**Sequential cells grouped by signal name**

Scale bar: 50 µm. Other sequential cells in the stronger gray, the rest of the logic in the fainter gray.
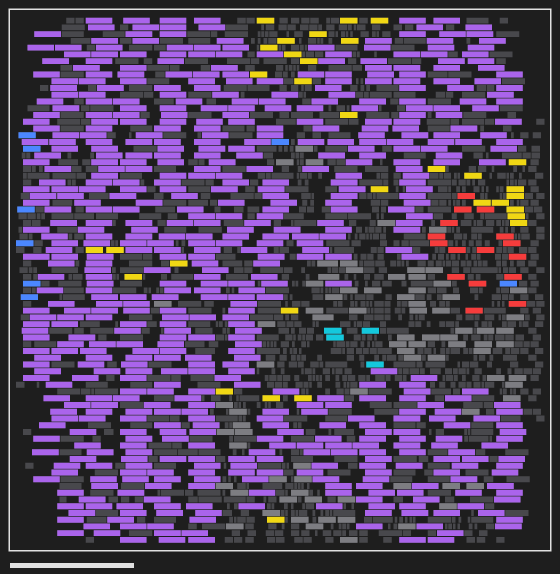
**Placed standard cells**

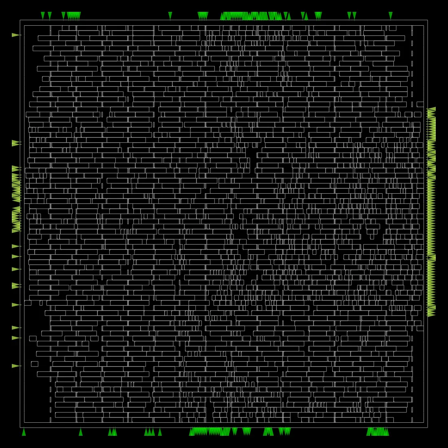
**Clock network drawn from the DEF**

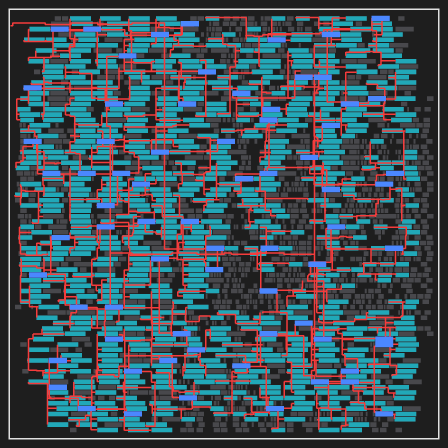
**Signal metal coverage by tile**

The die is cut into 22 by 22 equal tiles; dark blue is low, red is high, scaled to the fullest tile. Values are wire area over tile area, all layers added.
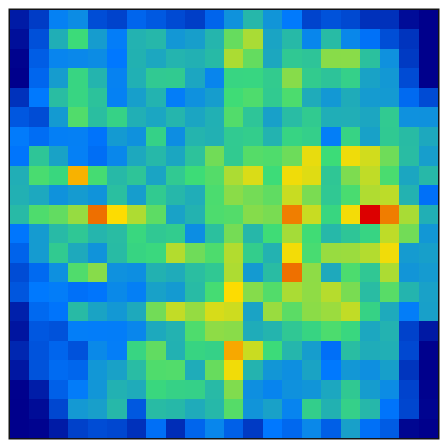
==> src/rtl/bp_pkg.sv <==
// Shared types for the branch prediction return path: in-flight record,
// resolve-unit FSM states and instruction size.
package bp_pkg;

    localparam int INSTR_BYTES = 4;
    localparam int BP_ADDR_W   = 32;
    localparam int BP_GHR_W    = 8;

    typedef enum logic [0:0] {
        IDLE  = 1'b0,
        FLUSH = 1'b1
    } bru_state_e;

    // Default-width prediction record; the resolve unit re-declares it at its own widths.
    typedef struct packed {
        logic [BP_ADDR_W-1:0] pc;
        logic                 taken;
        logic [BP_ADDR_W-1:0] target;
        logic [BP_GHR_W-1:0]  ghr;
    } pred_entry_t;

endpackage

==> src/rtl/branch_resolve_unit_if.sv <==
// Prediction/resolution handshakes plus the training and recovery outputs
// of the branch resolve unit.
interface branch_resolve_unit_if #(
    parameter int ADDR_W = 32,
    parameter int GHR_W  = 8
) ();
    logic              pred_valid;
    logic              pred_ready;
    logic [ADDR_W-1:0] pred_pc;
    logic              pred_taken;
    logic [ADDR_W-1:0] pred_target;
    logic [GHR_W-1:0]  pred_ghr;
    logic              res_valid;
    logic              res_ready;
    logic              res_taken;
    logic [ADDR_W-1:0] res_target;
    logic              flush;
    logic [ADDR_W-1:0] redirect_pc;
    logic [GHR_W-1:0]  ghr_restore;
    logic              upd_valid;
    logic [ADDR_W-1:0] upd_pc;
    logic              upd_taken;
    logic [ADDR_W-1:0] upd_target;
    logic              upd_btb_we;
    logic [15:0]       mispredict_count;

    modport master (
        output pred_valid, pred_pc, pred_taken, pred_target, pred_ghr,
               res_valid, res_taken, res_target,
        input  pred_ready, res_ready, flush, redirect_pc, ghr_restore,
               upd_valid, upd_pc, upd_taken, upd_target, upd_btb_we, mispredict_count
    );

    modport slave (
        input  pred_valid, pred_pc, pred_taken, pred_target, pred_ghr,
               res_valid, res_taken, res_target,
        output pred_ready, res_ready, flush, redirect_pc, ghr_restore,
               upd_valid, upd_pc, upd_taken, upd_target, upd_btb_we, mispredict_count
    );
endinterface

==> src/rtl/branch_resolve_unit_inflight_fifo.sv <==
// In-order FIFO of outstanding predictions with a combinational head read
// and a clear that wipes all entries in one cycle.
module inflight_fifo #(
    parameter int  DEPTH = 8,
    parameter type T     = logic [7:0]
) (
    input  logic clk,
    input  logic rst,
    input  logic push_i,
    input  logic pop_i,
    input  logic clear_i,
    input  T     data_i,
    output T     head_o,
    output logic full_o,
    output logic empty_o
);
    localparam int PTR_W = $clog2(DEPTH);

    T                 mem_q [DEPTH];
    logic [PTR_W-1:0] rd_ptr_q, wr_ptr_q;
    logic [PTR_W:0]   count_q;

    always_ff @(posedge clk) begin
        if (push_i && !clear_i) mem_q[wr_ptr_q] <= data_i;
    end

    always_ff @(posedge clk) begin
        if (rst || clear_i) begin
            rd_ptr_q <= '0;
            wr_ptr_q <= '0;
            count_q  <= '0;
        end else begin
            if (push_i) wr_ptr_q <= wr_ptr_q + PTR_W'(1);
            if (pop_i)  rd_ptr_q <= rd_ptr_q + PTR_W'(1);
            case ({push_i, pop_i})
                2'b10:   count_q <= count_q + (PTR_W+1)'(1);
                2'b01:   count_q <= count_q - (PTR_W+1)'(1);
                default: count_q <= count_q;
            endcase
        end
    end

    assign head_o  = mem_q[rd_ptr_q];
    assign full_o  = (count_q == (PTR_W+1)'(DEPTH));
    assign empty_o = (count_q == '0);
endmodule

==> src/rtl/branch_resolve_unit.sv <==
// Checks in-flight predictions against execute outcomes in order; emits
// predictor training updates and flush/redirect/GHR repair on mispredict.
module branch_resolve_unit
    import bp_pkg::*;
#(
    parameter int DEPTH        = 8,
    parameter int ADDR_W       = 32,
    parameter int GHR_W        = 8,
    parameter int FLUSH_CYCLES = 2
) (
    input logic                  clk,
    input logic                  rst,
    branch_resolve_unit_if.slave bus
);
    localparam int FC_W = $clog2(FLUSH_CYCLES + 1);

    typedef struct packed {
        logic [ADDR_W-1:0] pc;
        logic              taken;
        logic [ADDR_W-1:0] target;
        logic [GHR_W-1:0]  ghr;
    } entry_t;

    entry_t            head, push_entry;
    logic              full, empty;
    logic              pred_fire, res_fire, mispredict, recover;
    bru_state_e        state_q, state_d;
    logic [FC_W-1:0]   fcnt_q, fcnt_d;
    logic              flush_q, upd_valid_q, upd_btb_we_q, upd_taken_q;
    logic [ADDR_W-1:0] redirect_q, upd_pc_q, upd_target_q;
    logic [GHR_W-1:0]  ghr_restore_q;
    logic [15:0]       mcount_q;

    assign bus.pred_ready = !rst && (state_q == IDLE) && !full;
    assign bus.res_ready  = !rst && (state_q == IDLE) && !empty;
    assign pred_fire  = bus.pred_valid && bus.pred_ready;
    assign res_fire   = bus.res_valid && bus.res_ready;
    // Not-taken outcomes never compare targets; the BTB target only matters when taken.
    assign mispredict = (head.taken != bus.res_taken) ||
                        (bus.res_taken && (head.target != bus.res_target));
    assign recover    = res_fire && mispredict;
    assign push_entry = '{pc: bus.pred_pc, taken: bus.pred_taken,
                          target: bus.pred_target, ghr: bus.pred_ghr};

    // A push that coincides with a mispredict is wrong-path and is dropped.
    inflight_fifo #(.DEPTH(DEPTH), .T(entry_t)) u_fifo (
        .clk     (clk),
        .rst     (rst),
        .push_i  (pred_fire && !recover),
        .pop_i   (res_fire && !mispredict),
        .clear_i (recover),
        .data_i  (push_entry),
        .head_o  (head),
        .full_o  (full),
        .empty_o (empty)
    );

    always_comb begin
        state_d = state_q;
        fcnt_d  = fcnt_q;
        case (state_q)
            IDLE: if (recover) begin
                state_d = FLUSH;
                fcnt_d  = FC_W'(FLUSH_CYCLES - 1);
            end
            FLUSH: begin
                if (fcnt_q == '0) state_d = IDLE;
                else              fcnt_d  = fcnt_q - FC_W'(1);
            end
            default: state_d = IDLE;
        endcase
    end

    always_ff @(posedge clk) begin
        if (rst) begin
            state_q       <= IDLE;
            fcnt_q        <= '0;
            flush_q       <= 1'b0;
            upd_valid_q   <= 1'b0;
            upd_btb_we_q  <= 1'b0;
            upd_taken_q   <= 1'b0;
            upd_pc_q      <= '0;
            upd_target_q  <= '0;
            redirect_q    <= '0;
            ghr_restore_q <= '0;
            mcount_q      <= '0;
        end else begin
            state_q      <= state_d;
            fcnt_q       <= fcnt_d;
            flush_q      <= recover;
            upd_valid_q  <= res_fire;
            upd_btb_we_q <= res_fire && bus.res_taken;
            if (res_fire) begin
                upd_pc_q     <= head.pc;
                upd_taken_q  <= bus.res_taken;
                upd_target_q <= bus.res_target;
            end
            if (recover) begin
                redirect_q    <= bus.res_taken ? bus.res_target : head.pc + ADDR_W'(INSTR_BYTES);
                ghr_restore_q <= {head.ghr[GHR_W-2:0], bus.res_taken};
                if (mcount_q != 16'hFFFF) mcount_q <= mcount_q + 16'd1;
            end
        end
    end

    assign bus.flush            = flush_q;
    assign bus.redirect_pc      = redirect_q;
    assign bus.ghr_restore      = ghr_restore_q;
    assign bus.upd_valid        = upd_valid_q;
    assign bus.upd_pc           = upd_pc_q;
    assign bus.upd_taken        = upd_taken_q;
    assign bus.upd_target       = upd_target_q;
    assign bus.upd_btb_we       = upd_btb_we_q;
    assign bus.mispredict_count = mcount_q;
endmodule

==> src/flat_wrapper.sv <==
// flat-port wrapper written by rule: the top's interface ports become plain ports
module branch_resolve_unit_flat import bp_pkg::*;
#(
    parameter int DEPTH        = 8,
    parameter int ADDR_W       = 32,
    parameter int GHR_W        = 8,
    parameter int FLUSH_CYCLES = 2
)
  (clk, rst, bus_pred_valid, bus_pred_pc, bus_pred_taken, bus_pred_target, bus_pred_ghr, bus_res_valid, bus_res_taken, bus_res_target, bus_pred_ready, bus_res_ready, bus_flush, bus_redirect_pc, bus_ghr_restore, bus_upd_valid, bus_upd_pc, bus_upd_taken, bus_upd_target, bus_upd_btb_we, bus_mispredict_count);
  branch_resolve_unit_if #(.ADDR_W(ADDR_W), .GHR_W(GHR_W)) bus_i ();
  input logic clk;
  input logic rst;
  input wire logic [$bits(bus_i.pred_valid)-1:0] bus_pred_valid;
  input wire logic [$bits(bus_i.pred_pc)-1:0] bus_pred_pc;
  input wire logic [$bits(bus_i.pred_taken)-1:0] bus_pred_taken;
  input wire logic [$bits(bus_i.pred_target)-1:0] bus_pred_target;
  input wire logic [$bits(bus_i.pred_ghr)-1:0] bus_pred_ghr;
  input wire logic [$bits(bus_i.res_valid)-1:0] bus_res_valid;
  input wire logic [$bits(bus_i.res_taken)-1:0] bus_res_taken;
  input wire logic [$bits(bus_i.res_target)-1:0] bus_res_target;
  output wire logic [$bits(bus_i.pred_ready)-1:0] bus_pred_ready;
  output wire logic [$bits(bus_i.res_ready)-1:0] bus_res_ready;
  output wire logic [$bits(bus_i.flush)-1:0] bus_flush;
  output wire logic [$bits(bus_i.redirect_pc)-1:0] bus_redirect_pc;
  output wire logic [$bits(bus_i.ghr_restore)-1:0] bus_ghr_restore;
  output wire logic [$bits(bus_i.upd_valid)-1:0] bus_upd_valid;
  output wire logic [$bits(bus_i.upd_pc)-1:0] bus_upd_pc;
  output wire logic [$bits(bus_i.upd_taken)-1:0] bus_upd_taken;
  output wire logic [$bits(bus_i.upd_target)-1:0] bus_upd_target;
  output wire logic [$bits(bus_i.upd_btb_we)-1:0] bus_upd_btb_we;
  output wire logic [$bits(bus_i.mispredict_count)-1:0] bus_mispredict_count;
  assign bus_i.pred_valid = bus_pred_valid;
  assign bus_i.pred_pc = bus_pred_pc;
  assign bus_i.pred_taken = bus_pred_taken;
  assign bus_i.pred_target = bus_pred_target;
  assign bus_i.pred_ghr = bus_pred_ghr;
  assign bus_i.res_valid = bus_res_valid;
  assign bus_i.res_taken = bus_res_taken;
  assign bus_i.res_target = bus_res_target;
  assign bus_pred_ready = bus_i.pred_ready;
  assign bus_res_ready = bus_i.res_ready;
  assign bus_flush = bus_i.flush;
  assign bus_redirect_pc = bus_i.redirect_pc;
  assign bus_ghr_restore = bus_i.ghr_restore;
  assign bus_upd_valid = bus_i.upd_valid;
  assign bus_upd_pc = bus_i.upd_pc;
  assign bus_upd_taken = bus_i.upd_taken;
  assign bus_upd_target = bus_i.upd_target;
  assign bus_upd_btb_we = bus_i.upd_btb_we;
  assign bus_mispredict_count = bus_i.mispredict_count;
  branch_resolve_unit #(.DEPTH(DEPTH), .ADDR_W(ADDR_W), .GHR_W(GHR_W), .FLUSH_CYCLES(FLUSH_CYCLES)) u_core (.clk(clk), .rst(rst), .bus(bus_i));
endmodule
==> config.mk <==
export PLATFORM = sky130hd
export DESIGN_NAME = branch_resolve_unit_flat
export DESIGN_NICKNAME = d
export VERILOG_FILES = /design/src/rtl/bp_pkg.sv /design/src/rtl/branch_resolve_unit_if.sv /design/src/rtl/branch_resolve_unit_inflight_fifo.sv /design/src/rtl/branch_resolve_unit.sv /design/src/flat_wrapper.sv
export SDC_FILE = /design/constraint.sdc
export NUM_CORES = 1
export LEC_CHECK = 0
export CORE_MARGIN = 2
export CORE_UTILIZATION = 63
export CTS_CLUSTER_SIZE = 24
export DETAILED_ROUTE_END_ITERATION = 7
export GPL_TIMING_DRIVEN = 1
export PLACE_DENSITY_LB_ADDON = 0.12
export SLEW_MARGIN = 20
export SYNTH_ARGS = -nofsm -noshare
export SYNTH_HDL_FRONTEND = slang
export SYNTH_HIERARCHICAL = 1
export SYNTH_SLANG_ARGS = --single-unit
==> constraint.sdc <==
create_clock -name clk -period 22.3 [get_ports clk]
set_input_delay 4.46 -clock clk [delete_from_list [all_inputs] [get_ports clk]]
set_output_delay 4.46 -clock clk [all_outputs]
set_load 0.05 [all_outputs]
==> results.yml <==
# implementation run metrics
run_status:
  outcome: "complete, no violations"
yosys:
  avgSynthCellArea_um2: 17.43
  synthCells: 1652
  syn-num-nets: 1770
  synth_area_um2: 28800
  synth-warning-count: 6
sta:
  tightest_slew_ns: 1.001
  clock_skew_ns: 0.02909
  holdWs_ns: 0.4528
  clock.fmax_mhz: 96.11
  fin_crit_ns: 10.40
  setup_slack_ns: 11.90
  fin_crit_sh: 0.4666
  max_slew_margin: 0.3326
  hold_viol_final: 0
  grt_setup_unrepaired: "false"
  setup_viol: 0
  slew_viol_final: 0
  fin_tns_setup_ns: 0
cells_and_area:
  final_cell_mix: "576 x edfxtp_1, 232 x clkdlybuf4s50_1, 169 x nand2_1"
  layout_top_cell: "edfxtp_1"
  design_area_um2: 33910
  comb_area_um2: 8083
  area_delta_synth_final_pct: 17.72
  fin_nets: 2014
  drive_above_1_share: 0.1459
worst_setup_path:
  crit_type: "primary input to primary output"
  r2r-end: "u_core/u_fifo/mem_q[5][35]$_DFFE_PP_"
  critPathLaunchType: "primary input"
  critPathArrivalTime_ns: 5.94
  rrSetupSlack_ns: 15.70
  worstSetupEndpointType: "primary output"
  critPathRequiredTime_ns: 17.84
  ff2ff_path_depth: 15
  path_max_fanout: 41
die:
  chipArea_um2: 47440
  die_x_um: 217.8
  rows: 78
  io_pins: 236
  fp_util: 0.6360
  die.size.y_um: 217.8
place:
  numPortBuffers: 234
  dp_hpwl_um: 40840
  dpl.cell_count: 2422
  placed_cell_area_um2: 31550
  globalplace.congestion: 0.8835
  pre_cts_ws_ns: 11.91
grt:
  grt_pass1_wl_um: 100300
  grt_overflow_total: 0
  antenna_found_initial: 6
  first_global_vias: 15910
  grt_max_degree: 107
worst_hold_path:
  worstHoldPathCells: 2
  hp-class: "flop to flop"
  hold_end: "u_core/bus.upd_pc[24]$_SDFFE_PP0P_"
  min_from: "u_core/bus.upd_pc[24]$_SDFFE_PP0P_"
drt:
  dr.first_iter.drc_count: 1730
  ant_nets: 0
  vias: 16230
  drcViolationCount: 0
  firstDrtPassIters: 5
  post_drt_via_cell_ratio: 6.348
clock_network:
  holdBufCountCts: 0
  post_cts_buffers: 0
  cts_resized: 0
  cts.reportedPaths.clkPinSlew_ns: 0.06
  cts_made_buffers: 71
  tritoncts: "yes"
  clockBufferDepth: 3
  cts-htree-levels: 3
  clockRootBuffer: "clkbuf_16"
  cts_sinks: 716
  clock_latency_ns: 0.61
pwr:
  comb-power_mw: 0.165
  seq_power_share: 0.524
  clock_power_mw: 1.17
  p_leak_nw: 10.83
  finalPower_mw: 2.806
  p_per_area_nw_per_um2: 82.76
  clock_power_share: 0.417
  intPower_mw: 2.206
  powerSeq_mw: 1.47
  power-top-group: "registers"
  p_sw_frac: 0.2138
  vdd_ir_drop_max_mv: 0.07185
  switching_power_mw: 0.6000
  combPwrFrac: 0.059
job:
  maxCapViolations: 0
  log.warning_count: 32
## Picture notes: 'sequential cells grouped by signal name'
| color | netlist name | placed flops |
|---|---|---|
| yellow | u_core/bus.upd_target | 32 |
| blue | u_core/bus.ghr_restore | 8 |
| red | u_core/bus.mispredict_count | 16 |
| cyan | u_core/u_fifo/count_q | 4 |
| purple | u_core/u_fifo/mem_q | 576 |
not colored: 80
final core utilization: 0.7487
FF+latch area: 20110 µm²

## Picture notes: 'placed standard cells'
Core Area: 45280 µm²
number of cells in the finished layout apart from fillers: 2557
# fillers: 2665
tap cell count: 600

## Picture notes: 'clock network drawn from the DEF'
[blue] clock-net drivers | count: 71
[cyan] flip-flops | count: 716
[red] clock wires | length: 7440 µm
routed clock nets: 72
flops lie: spread over the die

## Picture notes: 'signal metal coverage by tile'
nearly empty tiles: 3.3%
fullest tile: 0.63
tiles over half the peak: 24%
emptiest ninth of the die: bottom left
mean over tiles: 0.24
total track usage: 0.2932
Avg WL per Cell: 27.01 µm
final WL: 69060 µm

## layer usage
layer | track usage | wire length (µm) | up-vias
met5 | 0 | 52 | -
met3 | 0.04937 | 5582 | 129
met4 | 0.1272 | 2398 | 8
li1 | - | - | 7064
met1 | 0.4152 | 27860 | 8214
met2 | 0.4583 | 33170 | 816
## area by class of cell
| class | count | share of cell area |
|---|---|---|
| Clock inverter | 30 | 0.006458 |
| Sequential cell | 716 | 0.5931 |
| Multi-Input combinational cell | 831 | 0.2384 |
| Tap cell | 600 | 0.02214 |
| Antenna cell | 4 | 0.0002952 |
| Clock buffer | 100 | 0.06178 |
| Timing Repair Buffer | 264 | 0.07646 |
| Inverter | 12 | 0.001329 |
## state kept, by name (all words and copies together) (netlist names), named ones only
name	count
u_core/bus.flush	1
u_core/bus.ghr_restore	8
u_core/bus.mispredict_count	16
u_core/bus.redirect_pc	32
u_core/bus.upd_btb_we	1
u_core/bus.upd_pc	32
u_core/bus.upd_taken	1
u_core/bus.upd_target	32
u_core/bus.upd_valid	1
u_core/fcnt_q	2
u_core/state_q	1
u_core/u_fifo/count_q	4
u_core/u_fifo/mem_q	576
u_core/u_fifo/rd_ptr_q	3
u_core/u_fifo/wr_ptr_q	3
## critical path: stages
cell	delay, ns
buf_4	0.25
nor3_1	0.35
clkdlybuf4s50_1	0.87
## how the worst max path moves through the flow
stage | end | startpoint | slack [ns]
floorplan | u_core/u_fifo/mem_q[0][0]$_DFFE_PP_ | rst | 8.39
global placement | bus_pred_ready | rst | 11.97
detailed placement | bus_pred_ready | rst | 11.91
CTS | bus_pred_ready | rst | 11.91
global route | bus_pred_ready | rst | 11.82
finish | bus_pred_ready | rst | 11.90
Power figures rest on the tool's default switching activity, not on a simulated workload.
